### src/rtl/spi_txn_arbiter_if.sv
// Requester handshake and SPI-master command signals of spi_txn_arbiter.
// The slave modport is the arbiter. The master modport is the environment (requesters plus the SPI master).
interface spi_txn_arbiter_if #(
  parameter int NUM_REQ = 4,
  parameter int DW      = 12
);
  logic [NUM_REQ-1:0]    req;
  logic [NUM_REQ*DW-1:0] req_data;
  logic [NUM_REQ-1:0]    gnt;
  logic [NUM_REQ-1:0]    done;
  logic                  err;
  logic                  busy;
  logic                  spi_newd;
  logic [DW-1:0]         spi_din;
  logic                  spi_cs;

  modport slave (
    input  req, req_data, spi_cs,
    output gnt, done, err, busy, spi_newd, spi_din
  );

  modport master (
    output req, req_data, spi_cs,
    input  gnt, done, err, busy, spi_newd, spi_din
  );
endinterface

### src/rtl/spi_txn_arbiter.sv
// Round-robin arbiter sharing one SPI master between NUM_REQ requesters.
// Optional watchdog: define SPI_ARB_TIMEOUT_EN to abort ISSUE/XFER after TIMEOUT cycles.
module spi_txn_arbiter #(
  parameter int NUM_REQ    = 4,
  parameter int DW         = 12,
  parameter int GAP_CYCLES = 2,
  parameter int TIMEOUT    = 4096
) (
  input logic              clk,
  input logic              rst,
  spi_txn_arbiter_if.slave bus
);
  localparam int IW = (NUM_REQ > 1) ? $clog2(NUM_REQ) : 1;
  localparam int GW = 4;

  if (NUM_REQ < 2 || NUM_REQ > 8 || GAP_CYCLES < 0 || GAP_CYCLES > 15 || TIMEOUT < 1)
  begin : g_param_check
    $error("spi_txn_arbiter: parameter out of range");
  end

  typedef enum logic [1:0] {IDLE, ISSUE, XFER, GAP} state_t;

  state_t             state, state_nx;
  logic               cs_meta, cs_s;
  logic [IW-1:0]      last, last_nx, sel, cand;
  logic               sel_valid;
  logic [GW-1:0]      gap_cnt, gap_nx;
  logic [NUM_REQ-1:0] gnt_q, gnt_nx, done_q, done_nx;
  logic               newd_q, newd_nx, busy_q, busy_nx;
  logic [DW-1:0]      din_q, din_nx, din_pick;
  logic               timeout_hit;

`ifdef SPI_ARB_TIMEOUT_EN
  localparam int WW = $clog2(TIMEOUT + 1);
  logic [WW-1:0] wd_cnt, wd_nx;
  logic          err_q, err_nx;
  assign timeout_hit = (wd_cnt == WW'(TIMEOUT - 1));
`else
  assign timeout_hit = 1'b0;
`endif

  // NOTE: sequential state uses non-blocking (<=) so every flop samples pre-edge values.
  always_ff @(posedge clk or negedge rst) begin
    if (!rst) begin
      cs_meta <= 1'b1;
      cs_s    <= 1'b1;
    end else begin
      cs_meta <= bus.spi_cs;
      cs_s    <= cs_meta;
    end
  end

  // Rotating priority: first set request at or above last+1, wrapping.
  // NOTE: every variable written in always_comb gets a default first, so no path infers a latch.
  always_comb begin
    sel       = last;
    sel_valid = 1'b0;
    cand      = '0;
    for (int k = 1; k <= NUM_REQ; k++) begin
      cand = IW'((int'(last) + k) % NUM_REQ);
      if (!sel_valid && bus.req[cand]) begin
        sel_valid = 1'b1;
        sel       = cand;
      end
    end
  end

  always_comb begin
    din_pick = '0;
    for (int i = 0; i < NUM_REQ; i++) begin
      if (sel == IW'(i)) din_pick = bus.req_data[i*DW +: DW];
    end
  end

  always_comb begin
    state_nx = state;
    last_nx  = last;
    gap_nx   = gap_cnt;
    gnt_nx   = '0;
    done_nx  = '0;
    newd_nx  = newd_q;
    busy_nx  = busy_q;
    din_nx   = din_q;
`ifdef SPI_ARB_TIMEOUT_EN
    err_nx   = 1'b0;
`endif
    case (state)
      IDLE: begin
        if (sel_valid) begin
          gnt_nx[sel] = 1'b1;
          din_nx      = din_pick;
          newd_nx     = 1'b1;
          busy_nx     = 1'b1;
          last_nx     = sel;
          state_nx    = ISSUE;
        end
      end
      // The master samples newd on its slow sclk, so it stays high until cs is seen low.
      ISSUE: begin
        if (!cs_s) begin
          newd_nx  = 1'b0;
          state_nx = XFER;
        end
      end
      XFER: begin
        if (cs_s) begin
          done_nx[last] = 1'b1;
          gap_nx        = GW'(GAP_CYCLES);
          state_nx      = GAP;
        end
      end
      GAP: begin
        if (gap_cnt == '0) begin
          busy_nx  = 1'b0;
          state_nx = IDLE;
        end else begin
          gap_nx = gap_cnt - 1'b1;
        end
      end
      default: state_nx = IDLE;
    endcase

    // Watchdog abort applies only while still waiting on the master.
    if (timeout_hit && (state == ISSUE || state == XFER) && state_nx == state) begin
      newd_nx  = 1'b0;
      gap_nx   = GW'(GAP_CYCLES);
      state_nx = GAP;
`ifdef SPI_ARB_TIMEOUT_EN
      err_nx   = 1'b1;
`endif
    end
  end

  always_ff @(posedge clk or negedge rst) begin
    if (!rst) begin
      state   <= IDLE;
      last    <= IW'(NUM_REQ - 1);
      gap_cnt <= '0;
      gnt_q   <= '0;
      done_q  <= '0;
      newd_q  <= 1'b0;
      busy_q  <= 1'b0;
      din_q   <= '0;
    end else begin
      state   <= state_nx;
      last    <= last_nx;
      gap_cnt <= gap_nx;
      gnt_q   <= gnt_nx;
      done_q  <= done_nx;
      newd_q  <= newd_nx;
      busy_q  <= busy_nx;
      din_q   <= din_nx;
    end
  end

`ifdef SPI_ARB_TIMEOUT_EN
  // Counts cycles spent in ISSUE/XFER; any state change restarts it.
  always_comb begin
    wd_nx = '0;
    if (state_nx == state && (state == ISSUE || state == XFER)) wd_nx = wd_cnt + 1'b1;
  end

  always_ff @(posedge clk or negedge rst) begin
    if (!rst) begin
      wd_cnt <= '0;
      err_q  <= 1'b0;
    end else begin
      wd_cnt <= wd_nx;
      err_q  <= err_nx;
    end
  end

  assign bus.err = err_q;
`else
  assign bus.err = 1'b0;
`endif

  assign bus.gnt      = gnt_q;
  assign bus.done     = done_q;
  assign bus.busy     = busy_q;
  assign bus.spi_newd = newd_q;
  assign bus.spi_din  = din_q;
endmodule

### src/flat_wrapper.sv
// flat-port wrapper written by rule: the top's interface ports become plain ports
module spi_txn_arbiter_flat 
#(
  parameter int NUM_REQ    = 4,
  parameter int DW         = 12,
  parameter int GAP_CYCLES = 2,
  parameter int TIMEOUT    = 4096
)
  (clk, rst, bus_req, bus_req_data, bus_spi_cs, bus_gnt, bus_done, bus_err, bus_busy, bus_spi_newd, bus_spi_din);
  spi_txn_arbiter_if #(.NUM_REQ(NUM_REQ), .DW(DW)) bus_i ();
  input logic clk;
  input logic rst;
  input wire logic [$bits(bus_i.req)-1:0] bus_req;
  input wire logic [$bits(bus_i.req_data)-1:0] bus_req_data;
  input wire logic [$bits(bus_i.spi_cs)-1:0] bus_spi_cs;
  output wire logic [$bits(bus_i.gnt)-1:0] bus_gnt;
  output wire logic [$bits(bus_i.done)-1:0] bus_done;
  output wire logic [$bits(bus_i.err)-1:0] bus_err;
  output wire logic [$bits(bus_i.busy)-1:0] bus_busy;
  output wire logic [$bits(bus_i.spi_newd)-1:0] bus_spi_newd;
  output wire logic [$bits(bus_i.spi_din)-1:0] bus_spi_din;
  assign bus_i.req = bus_req;
  assign bus_i.req_data = bus_req_data;
  assign bus_i.spi_cs = bus_spi_cs;
  assign bus_gnt = bus_i.gnt;
  assign bus_done = bus_i.done;
  assign bus_err = bus_i.err;
  assign bus_busy = bus_i.busy;
  assign bus_spi_newd = bus_i.spi_newd;
  assign bus_spi_din = bus_i.spi_din;
  spi_txn_arbiter #(.NUM_REQ(NUM_REQ), .DW(DW), .GAP_CYCLES(GAP_CYCLES), .TIMEOUT(TIMEOUT)) u_core (.clk(clk), .rst(rst), .bus(bus_i));
endmodule
### config.mk
export PLATFORM = sky130hd
export DESIGN_NAME = spi_txn_arbiter_flat
export DESIGN_NICKNAME = d
export VERILOG_FILES = /design/src/rtl/spi_txn_arbiter_if.sv /design/src/rtl/spi_txn_arbiter.sv /design/src/flat_wrapper.sv
export SDC_FILE = /design/constraint.sdc
export NUM_CORES = 1
export LEC_CHECK = 0
export ABC_CLOCK_PERIOD_IN_PS = 3000
export CAP_MARGIN = 20
export CORE_MARGIN = 10
export CORE_UTILIZATION = 45
export CTS_BUF_LIST = sky130_fd_sc_hd__clkbuf_16
export CTS_CLUSTER_SIZE = 30
export DETAILED_ROUTE_END_ITERATION = 10
export GPL_TIMING_DRIVEN = 1
export PLACE_DENSITY = 0.89
export SLEW_MARGIN = 20
export SYNTH_ARGS = -nofsm -noshare
export SYNTH_HDL_FRONTEND = slang
export SYNTH_SLANG_ARGS = --single-unit
### constraint.sdc
create_clock -name clk -period 3 [get_ports clk]
set_input_delay 0.3 -clock clk [delete_from_list [all_inputs] [get_ports clk]]
set_output_delay 0.3 -clock clk [all_outputs]
set_load 0.01 [all_outputs]
Fig. 1: supply network
The bar under the picture is 20 um long. Pins as bars on the die edge.
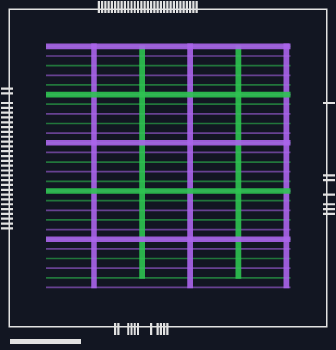
- purple: VSS
- green: VDD
- met4 straps: 5
- met1 rails: 26
- signal pins: 78
- met5 straps: 5

Fig. 2: placement by cell class
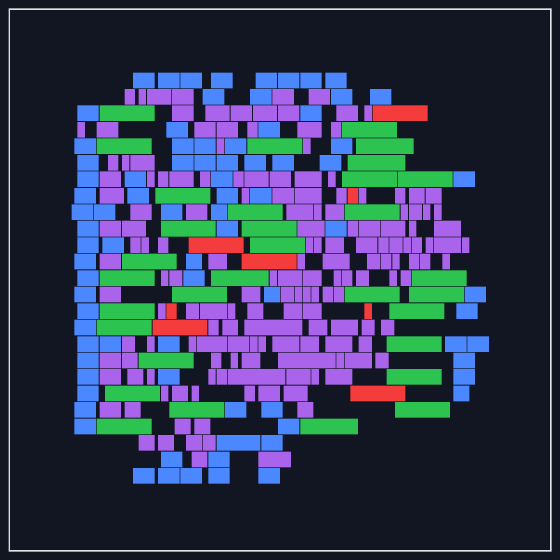
- blue: other buffers and delay cells (cells 81; share of their area 27%)
- purple: all other logic (cells 163; share of their area 41%)
- red: clock drivers and dummy loads (cells 8; share of their area 4.6%)
- green: flip-flops (cells 32; share of their area 27%)

Fig. 3: clock wires, drivers and flops
The bar under the picture is 20 um long.
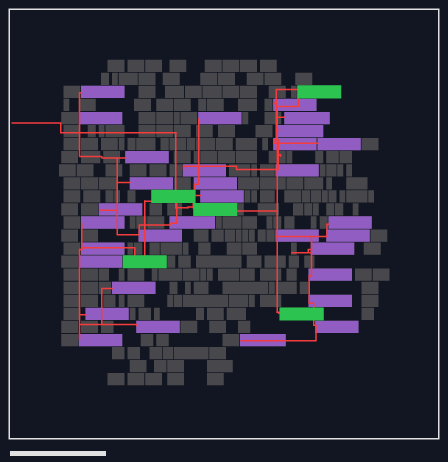
- purple: flip-flops (count 32)
- red: clock wires (length 430 um)
- green: cells driving clock nets (count 5)
- routed clock nets: 6

==> changes_impl.md <==
### Changed

* Status: finished, final reports clean
* Row cnt at 25
* TritonRoute pass-1 iters at 4
* Post-Layout Cell Count at around 340
* Most frequent logic cell in the layout: clkdlybuf4s50_1
* Setup WS post-layout at 187 ps
* Final setup violation count at 0
* Launching point of the worst reg2reg path: u_core.last[1]
* Synth flops at 32
* YS chip area at between 2000 and 2500 um^2
* Die width at just under 90 um
* Core box area at 4690 um^2
* Power, Total at approximately 3500 uW
* Dominant register cell: dfrtp_1
* Placed cell areas at around 2900 um^2
* Post-placement worst setup slack at approximately 200 ps
* Worst Path Arrival at ~3000 ps
* Die ar. at roughly 7900 um^2
* TritonCTS clock tree: yes
* Post-synth EDFFs at 0
* Max-slew headroom at approximately 62%
* Total CTS buffers at 5
* R2R Setup Slk at 190 ps
* Worst skew pair latency at between 200 and 300 ps
* CTS max path bufs at 2
* Synth area leader: dfrtp_1
* R2R depth at 8
* Vias in the first global route at around 1800
* Max-Cap Viols at 0
* PD cells at between 1000 and 1500 nW/um^2
* Antenna viol nets, final at 0
* Synth warn at 0
* Worst Skew at around 5.9 ps
* Area growth syn-to-layout at 42.4%
* Area fraction in compound gates at ~15%
* CP max stage delay at approximately 600 ps
* Die height at roughly 89 um
* Most frequent cells in the layout: clkdlybuf4s50_1, dfrtp_1, mux2i_1, nand2_1
* Post-Syn Area at 2150 um^2
* First-pass GRT wire length at 8.80 mm
* Crit path kind: flop to flop
* VDD IR max at 0.607 mV
* Total track usage at between 10% and 20%
* Clock net sink count at 32
* # Cells Yosys at 209
* Largest register FFs at 12
* Worst min path class: flop to flop
* Hold Path Sink: u_core.cs_s
* CP cell instances: inv_1 -> ha_1 -> a22oi_2 -> o22ai_2 -> buf_4 -> mux2i_1 -> mux2_2 -> o21ai_1
* Routed wire length at approximately 5.5 mm
* Top comb family, area: multiplexers
* Final min period at 2810 ps
* Crit path max fanout at 12
* Post-synth ARST share at 100%
* CTS Hold Bufs at 0
* CP Depth at 8
* Initial antenna violation count at 0
* Clock slew at reported path FFs at approximately 50 ps
* Fin. max-slew vios at 0
* Post-synth area hogs: dfrtp_1, mux2i_1, mux2_2
* Iter 0 DRT Violations at about 70
* Diodes inserted at 0
* Core Util, Final at about 65%
* Vias post-DR at between 1500 and 2000
* Hold Slack at about 360 ps
* Measured slew at the worst slew-check pin at 567 ps
* HP Start: u_core.cs_meta
* Slowest CP cell: dfstp_2
* Synth top area share at 32.6%
* Post-CTS Setup Inserts at 0
* Period utilization at between 90% and 100%
* Log Warnings at 34
* Synth top cell by count: dfrtp_1
* Seq share, synth at a little under two fifths
* Pin count of the biggest net entering global routing at 33
* Starting Density at 45.8%
* Share of layout cells above drive strength 1 at 12.7%
* Congestion Overflow GR at 0
* Adder-cell area share of the yosys netlist at about 6.4%
## metal layers
layer	up-vias	global-route usage [%]	wire (um)
met4	0	6.50	138
li1	895	-	-
met3	11	5.74	437
met2	47	23.3	2810
met5	-	0	0
met1	834	15.7	2140
## area by class of cell
type | count | area (um^2) | area share (%)
Sequential cell | 32 | 806 | 26.3
Clock inverter | 3 | 13.8 | 0.450
Clock buffer | 5 | 125 | 4.09
Multi-Input combinational cell | 151 | 1190 | 39.0
Inverter | 12 | 45.0 | 1.47
Timing Repair Buffer | 81 | 811 | 26.5
Tap cell | 54 | 67.6 | 2.21
## report_power, final
part           switching [uW]  internal [uW]
Clock                     173            300
Combinational            1130           1200
Sequential                112            624
Total                    1420           2120
Power is estimated from default activity; no workload was simulated.
